<file path="config.mk">
export PLATFORM = sky130hd
export DESIGN_NAME = score_counter
export DESIGN_NICKNAME = d
export VERILOG_FILES = /design/src/rtl/score_counter_pkg.sv /design/src/rtl/score_counter_bcd_digit.sv /design/src/rtl/score_counter.sv
export SDC_FILE = /design/constraint.sdc
export NUM_CORES = 1
export LEC_CHECK = 0
export ABC_CLOCK_PERIOD_IN_PS = 1770
export CAP_MARGIN = 20
export CORE_ASPECT_RATIO = 1.2
export CORE_MARGIN = 3
export CORE_UTILIZATION = 25
export DETAILED_ROUTE_END_ITERATION = 12
export HOLD_SLACK_MARGIN = 0.1
export PLACE_DENSITY_LB_ADDON = 0.15
export REMOVE_ABC_BUFFERS = 1
export SLEW_MARGIN = 10
export SYNTH_ARGS = -nofsm -noshare
export SYNTH_HDL_FRONTEND = slang
export SYNTH_SLANG_ARGS = --single-unit
</file>
<file path="constraint.sdc">
create_clock -name clk -period 1.77 [get_ports clk]
set_input_delay 0.354 -clock clk [delete_from_list [all_inputs] [get_ports clk]]
set_output_delay 0.354 -clock clk [all_outputs]
set_load 0.01 [all_outputs]
</file>
<file path="src/rtl/score_counter_pkg.sv">
// Shared definitions for the Dino score counter: FSM encoding, BCD widths and
// the single-digit BCD step used by every counter cell.
package score_counter_pkg;

  typedef enum logic [1:0] {
    ST_IDLE = 2'd0,
    ST_RUN  = 2'd1,
    ST_OVER = 2'd2
  } state_e;

  localparam int                   BCD_W     = 4;
  localparam logic [4*BCD_W-1:0]   SCORE_MAX = 16'h9999;
  localparam logic [BCD_W-1:0]     DIGIT_MAX = 4'd9;

  function automatic logic [BCD_W-1:0] bcd_step(input logic [BCD_W-1:0] d);
    return (d >= DIGIT_MAX) ? '0 : d + 4'd1;
  endfunction

endpackage

</file>
<file path="src/rtl/score_counter_bcd_digit.sv">
// One BCD digit cell: clears on clr, steps on inc, and requests a carry into
// the next digit when stepping out of 9.
module bcd_digit
  import score_counter_pkg::*;
(
  input  logic             clk,
  input  logic             rst,
  input  logic             clr,
  input  logic             inc,
  output logic [BCD_W-1:0] q,
  output logic             carry
);

  logic [BCD_W-1:0] q_d, q_q;

  always_comb begin
    q_d = q_q;
    if (clr) begin
      q_d = '0;
    end else if (inc) begin
      q_d = bcd_step(q_q);
    end
  end

  always_ff @(posedge clk) begin
    if (rst) begin
      q_q <= '0;
    end else begin
      q_q <= q_d;
    end
  end

  assign q     = q_q;
  assign carry = inc && (q_q == DIGIT_MAX);

endmodule

</file>
<file path="src/rtl/score_counter.sv">
// Dino game score counter: 4-digit BCD run score with tick prescaler, 9999
// saturation, milestone pulse and registered display mux.
// Optional high score register enabled by the SCORE_HISCORE_EN macro.
module score_counter
  import score_counter_pkg::*;
#(
  parameter int TICK_DIV = 10_000_000
) (
  input  logic             clk,
  input  logic             rst,
  input  logic             start,
  input  logic             crash,
  input  logic             show_hi,
  output logic [BCD_W-1:0] num3_disp,
  output logic [BCD_W-1:0] num2_disp,
  output logic [BCD_W-1:0] num1_disp,
  output logic [BCD_W-1:0] num0_disp,
  output logic             milestone,
  output logic             game_over,
  output logic             new_record
);

  localparam int              PW       = (TICK_DIV > 2) ? $clog2(TICK_DIV) : 1;
  localparam logic [PW-1:0]   PRE_LAST = PW'(TICK_DIV - 1);

  state_e               state_q, state_d;
  logic [PW-1:0]        pre_q, pre_d;
  logic [4*BCD_W-1:0]   score, disp_q, disp_d;
  logic [3:0]           carry, digit_inc;
  logic                 enter_run, counting, tick, inc;
  logic                 milestone_q, milestone_d;
  logic                 game_over_q, game_over_d;
  logic                 unused_top_carry;

  // A crash freezes the score in the same cycle, so the prescaler and digits
  // never advance on the transition into OVER.
  always_comb begin
    enter_run = (state_q != ST_RUN) && start;
    counting  = (state_q == ST_RUN) && !crash;
    tick      = counting && (pre_q == PRE_LAST);
    inc       = tick && (score != SCORE_MAX);

    state_d = state_q;
    case (state_q)
      ST_IDLE, ST_OVER: if (start) state_d = ST_RUN;
      ST_RUN:           if (crash) state_d = ST_OVER;
      default:          state_d = ST_IDLE;
    endcase

    pre_d = pre_q;
    if (enter_run) begin
      pre_d = '0;
    end else if (counting) begin
      pre_d = tick ? '0 : pre_q + 1'b1;
    end

    milestone_d = inc && (score[2*BCD_W-1:0] == 8'h99);
    game_over_d = (state_d == ST_OVER);
  end

  assign digit_inc        = {carry[2:0], inc};
  assign unused_top_carry = carry[3];

  for (genvar i = 0; i < 4; i++) begin : g_digit
    bcd_digit u_digit (
      .clk   (clk),
      .rst   (rst),
      .clr   (enter_run),
      .inc   (digit_inc[i]),
      .q     (score[i*BCD_W +: BCD_W]),
      .carry (carry[i])
    );
  end

`ifdef SCORE_HISCORE_EN
  logic [4*BCD_W-1:0] hi_q, hi_d;
  logic               new_record_q, new_record_d;

  // Packed BCD orders the same as its decimal value, so a plain compare works.
  always_comb begin
    hi_d         = hi_q;
    new_record_d = new_record_q;
    if ((state_q == ST_RUN) && crash) begin
      if (score > hi_q) begin
        hi_d         = score;
        new_record_d = 1'b1;
      end else begin
        new_record_d = 1'b0;
      end
    end else if (enter_run) begin
      new_record_d = 1'b0;
    end
    disp_d = show_hi ? hi_q : score;
  end

  always_ff @(posedge clk) begin
    if (rst) begin
      hi_q         <= '0;
      new_record_q <= 1'b0;
    end else begin
      hi_q         <= hi_d;
      new_record_q <= new_record_d;
    end
  end

  assign new_record = new_record_q;
`else
  logic unused_show_hi;
  assign unused_show_hi = show_hi;
  assign disp_d         = score;
  assign new_record     = 1'b0;
`endif

  always_ff @(posedge clk) begin
    if (rst) begin
      state_q     <= ST_IDLE;
      pre_q       <= '0;
      milestone_q <= 1'b0;
      game_over_q <= 1'b0;
      disp_q      <= '0;
    end else begin
      state_q     <= state_d;
      pre_q       <= pre_d;
      milestone_q <= milestone_d;
      game_over_q <= game_over_d;
      disp_q      <= disp_d;
    end
  end

  assign num3_disp = disp_q[15:12];
  assign num2_disp = disp_q[11:8];
  assign num1_disp = disp_q[7:4];
  assign num0_disp = disp_q[3:0];
  assign milestone = milestone_q;
  assign game_over = game_over_q;

endmodule

</file>
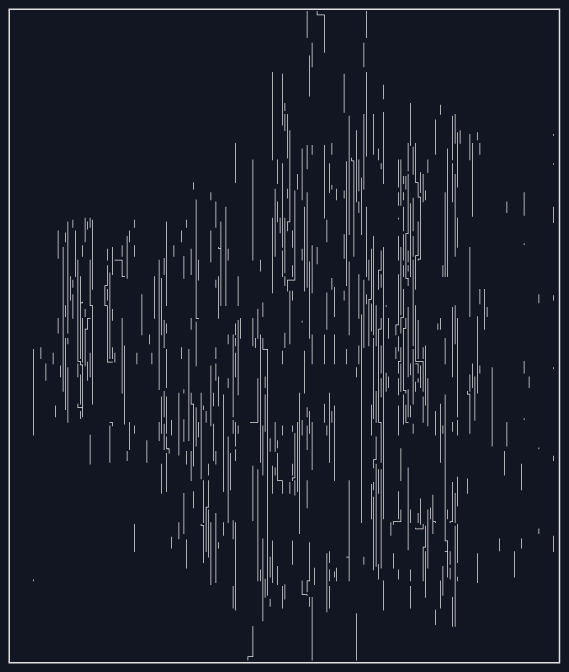
(images/layer_met2.png)
nets with wire on the layer	335
wire length on this layer	3170 µm
share of all routed wire	49%
longest straight run	50.7 µm

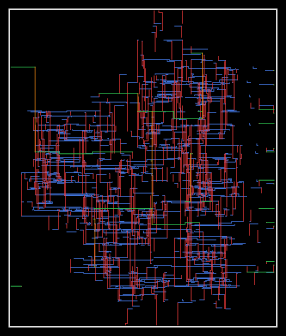
(images/wires.png)
colour	layer	wire length
green	metal 3	193 µm
orange	metal 4	145 µm
blue	metal 1	3010 µm
red	metal 2	3170 µm
via count: 2417
Total GRT Usage: 0.113
Post-Route WL: 6.52 mm
drt wl/cell: 12.3 µm

==> ci_impl_report.md <==
## Implementation flow summary

| Metric | Value |
|---|---|
| Outcome | completed |
| Final nets | around 420 |
| Post-CTS Hold Buffers | 0 |
| WP data arrival | 1.96 ns |
| DRT antenna net count | 0 |
| Number of cells on the critical path | 5 |
| Main power group | clock |
| Clk pwr | ~0.0020 W |
| Nonclk inv count | 9 |
| Vias per cell | 4.54 |
| Reg-to-Reg Start | pre_q[22] |
| Simple share | 0.320 |
| Worst setup path category | reg -> reg |
| Placer Congestion | 0.742 |
| Non-CTS buffers | 92 |
| Clock sinks | 60 |
| Final slew viol count | 0 |
| Layout area overhead | 49.6% |
| Met2 WL | 3.17 mm |
| Most numerous logic cell after layout | buf_4 |
| FP Util | 0.261 |
| Reg with most FFs | pre_q |
| Seq. pwr | ~0.0014 W |
| Crit-path max cell delay | 0.43 ns |
| Cell Area, Synth | 0.00279 mm² |
| Remaining DRCs | 0 |
| DP Wirelength | ~4.6 mm |
| First-pass GRT wire length | approximately 11 mm |
| Ys flops | around 60 |
| Largest net degree at the start of global routing | 21 |
| Count leader, synth | dfxtp_1 |
| Top cells by count, synth | dfxtp_1 (60), nor2_1 (45), nand3_1 (19), xor2_1 (18), nand2_1 (16) |
| Top non-seq family | simple AND/OR/NAND/NOR gates |
| Comb power frac | 0.023 |
| Clock network power share | 0.577 |
| Die area | 0.0124 mm² |
| Post-DP Area | 0.00359 mm² |
| Sw frac | 0.195 |
| Startpoint Class | register |
Power and IR drop assume default switching activity.
